--- src/rtl/mux_pkg.sv ---
`default_nettype none
// ============================================================================
//  Module      : mux_pkg
//  Description : Shared constants and helpers for the N-to-1 stream mux.
//  Revision    : 1.0 - initial release
// ============================================================================
package mux_pkg;

    localparam logic MODE_FIXED = 1'b0;
    localparam logic MODE_RR    = 1'b1;

    // Ceiling log2; returns 0 for values of 0 or 1.
    function automatic int clog2(input int value);
        int r;
        for (r = 0; (1 << r) < value; r++) begin
        end
        return r;
    endfunction

endpackage
`default_nettype wire

--- src/rtl/rr_arbiter.sv ---
`default_nettype none
// ============================================================================
//  Module      : rr_arbiter
//  Description : Combinational round-robin grant, searching upward from last+1.
//  Revision    : 1.0 - initial release
// ============================================================================
module rr_arbiter #(
    parameter int N_CH  = 8,
    parameter int SEL_W = 3
) (
    input  logic [N_CH-1:0]  req,
    input  logic [SEL_W-1:0] last,
    input  logic             enable,
    output logic             gnt_valid,
    output logic [SEL_W-1:0] gnt_idx
);

    int w_pos;

    // last is always a legal channel index, so one subtraction wraps it.
    always_comb begin
        gnt_valid = 1'b0;
        gnt_idx   = '0;
        w_pos     = 0;
        for (int k = 1; k <= N_CH; k++) begin
            w_pos = int'(last) + k;
            if (w_pos >= N_CH) begin
                w_pos = w_pos - N_CH;
            end
            if (enable && !gnt_valid && req[w_pos]) begin
                gnt_valid = 1'b1;
                gnt_idx   = SEL_W'(w_pos);
            end
        end
    end

endmodule
`default_nettype wire

--- src/rtl/mux_stream_nto1.sv ---
`default_nettype none
// ============================================================================
//  Module      : mux_stream_nto1
//  Description : N-to-1 valid/ready stream mux, fixed or round-robin select,
//                single registered output stage with full throughput.
//  Revision    : 1.0 - initial release
// ============================================================================
module mux_stream_nto1
    import mux_pkg::*;
#(
    parameter int N_CH  = 8,
    parameter int WIDTH = 8,
    localparam int SEL_W = (clog2(N_CH) > 1) ? clog2(N_CH) : 1
) (
    input  logic                  clk,
    input  logic                  rst_n,
    input  logic [N_CH*WIDTH-1:0] in_data,
    input  logic [N_CH-1:0]       in_valid,
    output logic [N_CH-1:0]       in_ready,
    input  logic                  mode,
    input  logic [SEL_W-1:0]      sel,
    output logic [WIDTH-1:0]      out_data,
    output logic [SEL_W-1:0]      out_ch,
    output logic                  out_valid,
    input  logic                  out_ready
);

    localparam int PAD_W = 1 << SEL_W;

    logic [WIDTH-1:0] r_out_data;
    logic [SEL_W-1:0] r_out_ch;
    logic             r_out_valid;
    logic [SEL_W-1:0] r_last;

    logic [PAD_W-1:0] w_valid_pad;
    logic             w_fix_valid;
    logic             w_rr_valid;
    logic [SEL_W-1:0] w_rr_idx;
    logic             w_gnt_valid;
    logic [SEL_W-1:0] w_gnt_idx;
    logic             w_free;
    logic             w_take;
    logic [WIDTH-1:0] w_sel_data;

    rr_arbiter #(
        .N_CH  (N_CH),
        .SEL_W (SEL_W)
    ) u_rr_arbiter (
        .req       (in_valid),
        .last      (r_last),
        .enable    (mode == MODE_RR),
        .gnt_valid (w_rr_valid),
        .gnt_idx   (w_rr_idx)
    );

    // Padding makes an out-of-range sel read as "not valid".
    assign w_valid_pad = PAD_W'(in_valid);
    assign w_fix_valid = w_valid_pad[sel];

    assign w_gnt_valid = (mode == MODE_RR) ? w_rr_valid : w_fix_valid;
    assign w_gnt_idx   = (mode == MODE_RR) ? w_rr_idx
                       : (w_fix_valid ? sel : '0);

    assign w_free     = !r_out_valid || out_ready;
    assign w_take     = rst_n && w_gnt_valid && w_free;
    assign in_ready   = w_take ? (N_CH'(1) << w_gnt_idx) : '0;
    assign w_sel_data = in_data[w_gnt_idx*WIDTH +: WIDTH];

    always_ff @(posedge clk or negedge rst_n) begin
        if (!rst_n) begin
            r_out_data  <= '0;
            r_out_ch    <= '0;
            r_out_valid <= 1'b0;
            r_last      <= SEL_W'(N_CH - 1);
        end else if (w_take) begin
            r_out_data  <= w_sel_data;
            r_out_ch    <= w_gnt_idx;
            r_out_valid <= 1'b1;
            r_last      <= w_gnt_idx;
        end else if (out_ready) begin
            r_out_valid <= 1'b0;
        end
    end

    assign out_data  = r_out_data;
    assign out_ch    = r_out_ch;
    assign out_valid = r_out_valid;

endmodule
`default_nettype wire
--- config.mk ---
export PLATFORM = sky130hd
export DESIGN_NAME = mux_stream_nto1
export DESIGN_NICKNAME = d
export VERILOG_FILES = /design/src/rtl/mux_pkg.sv /design/src/rtl/rr_arbiter.sv /design/src/rtl/mux_stream_nto1.sv
export SDC_FILE = /design/constraint.sdc
export NUM_CORES = 1
export LEC_CHECK = 0
export ABC_AREA = 1
export CAP_MARGIN = 5
export CORE_UTILIZATION = 45
export CTS_BUF_LIST = sky130_fd_sc_hd__clkbuf_8
export DETAILED_ROUTE_END_ITERATION = 6
export PLACE_DENSITY = 0.84
export SETUP_SLACK_MARGIN = 0.15
export SLEW_MARGIN = 20
export SYNTH_ARGS = -nofsm -noshare
export SYNTH_HDL_FRONTEND = slang
export SYNTH_SLANG_ARGS = --single-unit
--- constraint.sdc ---
create_clock -name clk -period 3.6 [get_ports clk]
set_clock_uncertainty 0.1 [all_clocks]
set_input_delay 0.54 -clock clk [delete_from_list [all_inputs] [get_ports clk]]
set_output_delay 0.54 -clock clk [all_outputs]
set_load 0.03 [all_outputs]
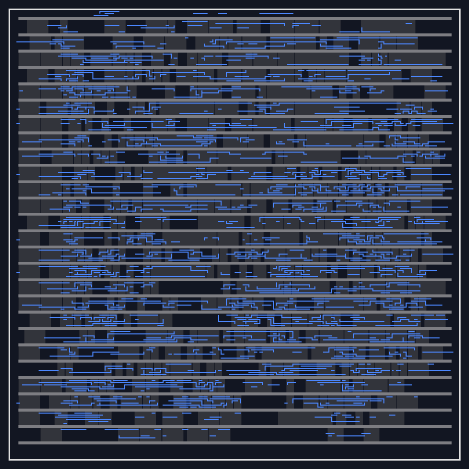
Figure 1: met1 routing.
Scale: 6 px per micron. Supply wires on this layer in grey.
longest straight run	20.7 microns
share of all routed wire	39%
wire length on this layer	3300 microns
nets with wire on the layer	536
main direction	horizontal
grt met1 use: 34.8%
vias after detailed routing: 3249

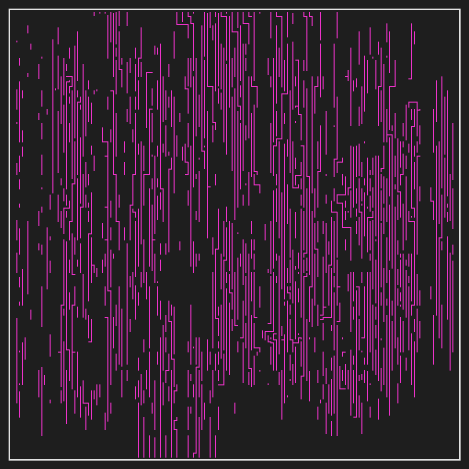
Figure 2: met2 routing.
Scale: 6 px per micron.
share of all routed wire	50%
longest straight run	37.4 microns
final wirelength: 8550 microns
GR Layer Usage met2: 56.0%

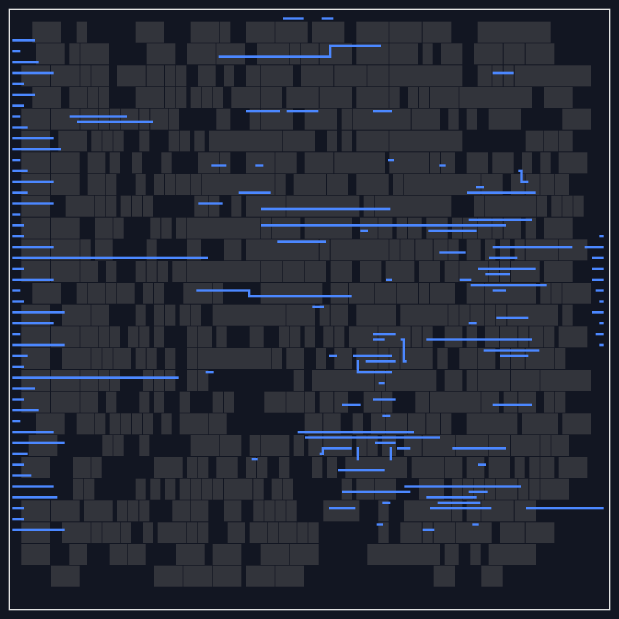
Figure 3: signal wires on met3.
Scale: 8 px per micron.
share of all routed wire	6.4%
nets with wire on the layer	108
met3 layer usage reported by global route: 6.02%

==> reports/metrics.cfg <==
[run_status]
run_status=complete, but fails checks
violations=negative setup slack

[worst_setup_path]
critical_path_cell_sequence=ha_1 > xor2_2 > nand2_1 > nand2_2 > nand2_2 > inv_4 > nand4_4 > nor2_4 > nand2_2 > o21ai_2 > o22ai_4 > a21oi_4 > inv_4 > nor2_4 > buf_6
critical_path.endpoint_type=output port
reg2reg_from=r_last[0]
worst-endpoint-required_ns=2.96
worst-path-stages=15
critPathArrivalTime_ns=3.02
path_delay_family=simple AND/OR/NAND/NOR gates
critPathCapture=in_ready[5]
critPathMaxStageDelay_ns=0.59
cp_num_buf_inv=3
timing.rr.end=out_data[0]
setup.reg_to_reg.worst_slack_ns=0.34
worst-setup-path-type=reg2out
ff2ff_path_depth=23
worstPathMaxFanout=5
crit_slowest_cell=sky130_fd_sc_hd__dfstp_2
timing.critical_path.from=r_last[1]
crit_top_cell=sky130_fd_sc_hd__nand2_2
crit_path_start_kind=flop

[hold_path]
min_path_type=reg2reg
min_delay_worst_endpoint=out_ch[0]
min_delay_path_depth=2
holdCritStartpoint=out_ch[0]

[layout]
area.sequential_sq_um=379
filler_cell_count=404
fin_nets=605
finish.instance_area_sq_um=3860
lay_top_count=sky130_fd_sc_hd__nand2_1
layout.area.comb_sq_um=2050
antenna_cells_inserted=0
area_growth_pct=61.7
final_layout_size_suffix_gt1_share_pct=23.7
finish.cell_count_without_fillers=593
most_frequent_cells_in_the_layout=192 x sky130_fd_sc_hd__nand2_1, 90 x sky130_fd_sc_hd__clkdlybuf4s50_1, 36 x sky130_fd_sc_hd__nand4_1

[synthesis]
synthDistinctLibCells=40
post_synth_and_or_nand_nor_area_fraction_pct=65.3
ys_sh_mux_pct=0
synth_top_cell_by_area=sky130_fd_sc_hd__nand2_1
yosys.area.top_type_share_pct=32.1
fa_ha_maj_cells_area_fraction_pct=1.05
postSynthAreaPerCell_sq_um=5.81
ys_warn_count=0
synth.yosys.chip_area_sq_um=2390
top_cells_by_area=sky130_fd_sc_hd__nand2_1 32%, sky130_fd_sc_hd__dfrtp_1 13%, sky130_fd_sc_hd__nand4_1 9.4%
mappedNetlistArea_sq_um=2390
dominantRegCellSynth=sky130_fd_sc_hd__dfrtp_1
synth-cells-yosys=411
netlist_instances=411
synth-async-reset-ratio_pct=100
ys_sh_aoi_pct=6.81
most_common_cell=sky130_fd_sc_hd__nand2_1
yosys_register_bits=15
top_logic_kind=simple AND/OR/NAND/NOR gates
synth_sequential_area_ratio_pct=15.9
post_syn_nets=492
synth-xor-area-share_pct=2.10
netlist_top_cells_count=204 x sky130_fd_sc_hd__nand2_1, 36 x sky130_fd_sc_hd__nand3_1, 36 x sky130_fd_sc_hd__nand4_1, 24 x sky130_fd_sc_hd__nor2_1, 12 x sky130_fd_sc_hd__dfrtp_1
synth-edff-count=0

[placed_design]
portBuffers=98
dp.cells=578
routability_congestion_estimate=0.971
place.detailed.hpwl_microns=6180
placedInstanceArea_sq_um=3510
place_ws_ns=0.0412

[sta]
final-hold-violation-count=0
timing.final.crit_share_pct=102
timing.final.crit_period_ns=3.66
max_freq_mhz=273
hold_ws_ns=0.383
worst-slew-pin-transition_ns=0.415
rsz0062_at_grt=true
timing.slew.headroom_pct=72.1
timing.final.max_slew_violations=0
setup_tns_ns=-0.261
finalSetupViolations=5
fin_ws_ns=-0.0617

[flow_run]
max_cap_violations=0
openroad.warnings=29

[clock_tree]
clock_slew_seen_by_the_registers_of_the_worst_setup_and_hold_paths_ns=0.06
cts.hold.buffers_added=0
h-tree-depth=1
tritoncts=done
cts_max_path_buffers=2
cts_made_buffers=3
clock_sinks=15
later_pin_clock_latency_in_the_skew_report_ns=0.24
root_buffer=sky130_fd_sc_hd__clkbuf_8

[die]
core.rowCount=26
io_pins=99
dieWidth_microns=74.9
core_sq_um=5110
initial_cell_density_of_the_core_pct=46.8
fp.dieH_microns=74.9
chip_area_sq_um=5600

[global_routing]
grt_first_pass_wirelength_microns=13300
grt-ovfl-total=0
maximum_number_of_pins_on_one_net_before_global_route_repair=33
grt_pass1_vias=2989
antenna_found_initial=0

[routing]
routed_via_density=5.48
number_of_violations_reported_at_the_end_of_detailed_routing_iteration_0=208
drc_markers=0
drt_pre_antenna_iters=5
detail-route-antenna-nets=0

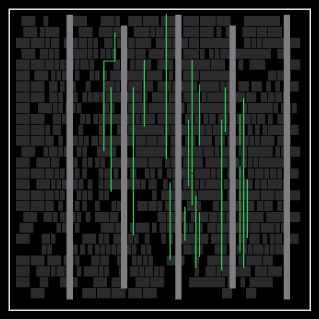
Figure 4: metal 4.
Scale: 4 px per micron. Supply wires on this layer in grey.
share of all routed wire	4.7%
main direction	vertical

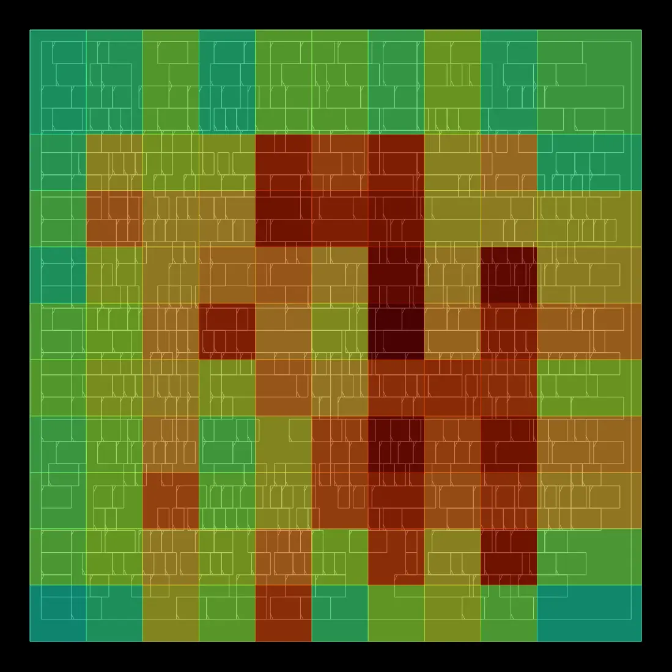
Figure 5: congestion heat map.
final routed wire length divided by cell count: 14.4 microns
global-route usage over all layers: 31.0%
share of the core filled with cells: 75.6%
peak-usage layer in the global routing report: met2

==> registers in the layout, summed over array words and instances, names as in the netlist <==
signal and flops:
r_last 3, out_ch 3, out_valid 1, out_data 8
==> layer usage <==
metal / track usage [%] / vias to the layer above / wire length [microns]
met3: 6.02 / 39 / 542
li1: - / 1585 / -
met2: 56.0 / 178 / 4310
met1: 34.8 / 1447 / 3300
met4: 14.9 / 0 / 402
met5: 0 / - / 0
==> final cells by class <==
class,instances,area share (%)
Multi-Input combinational cell,358,53.1
Sequential cell,15,9.82
Timing Repair Buffer,128,31.5
Clock buffer,3,1.07
Tap cell,70,2.27
Inverter,18,2.14
Clock inverter,1,0.0972
==> timing repair <==
item | in CTS | in global routing
buffers inserted | 8 | 3
endpoints found under the hold margin | 0 | 0
setup endpoints to repair | 8 | 8
resized | 35 | 19
pin swaps | 20 | 8
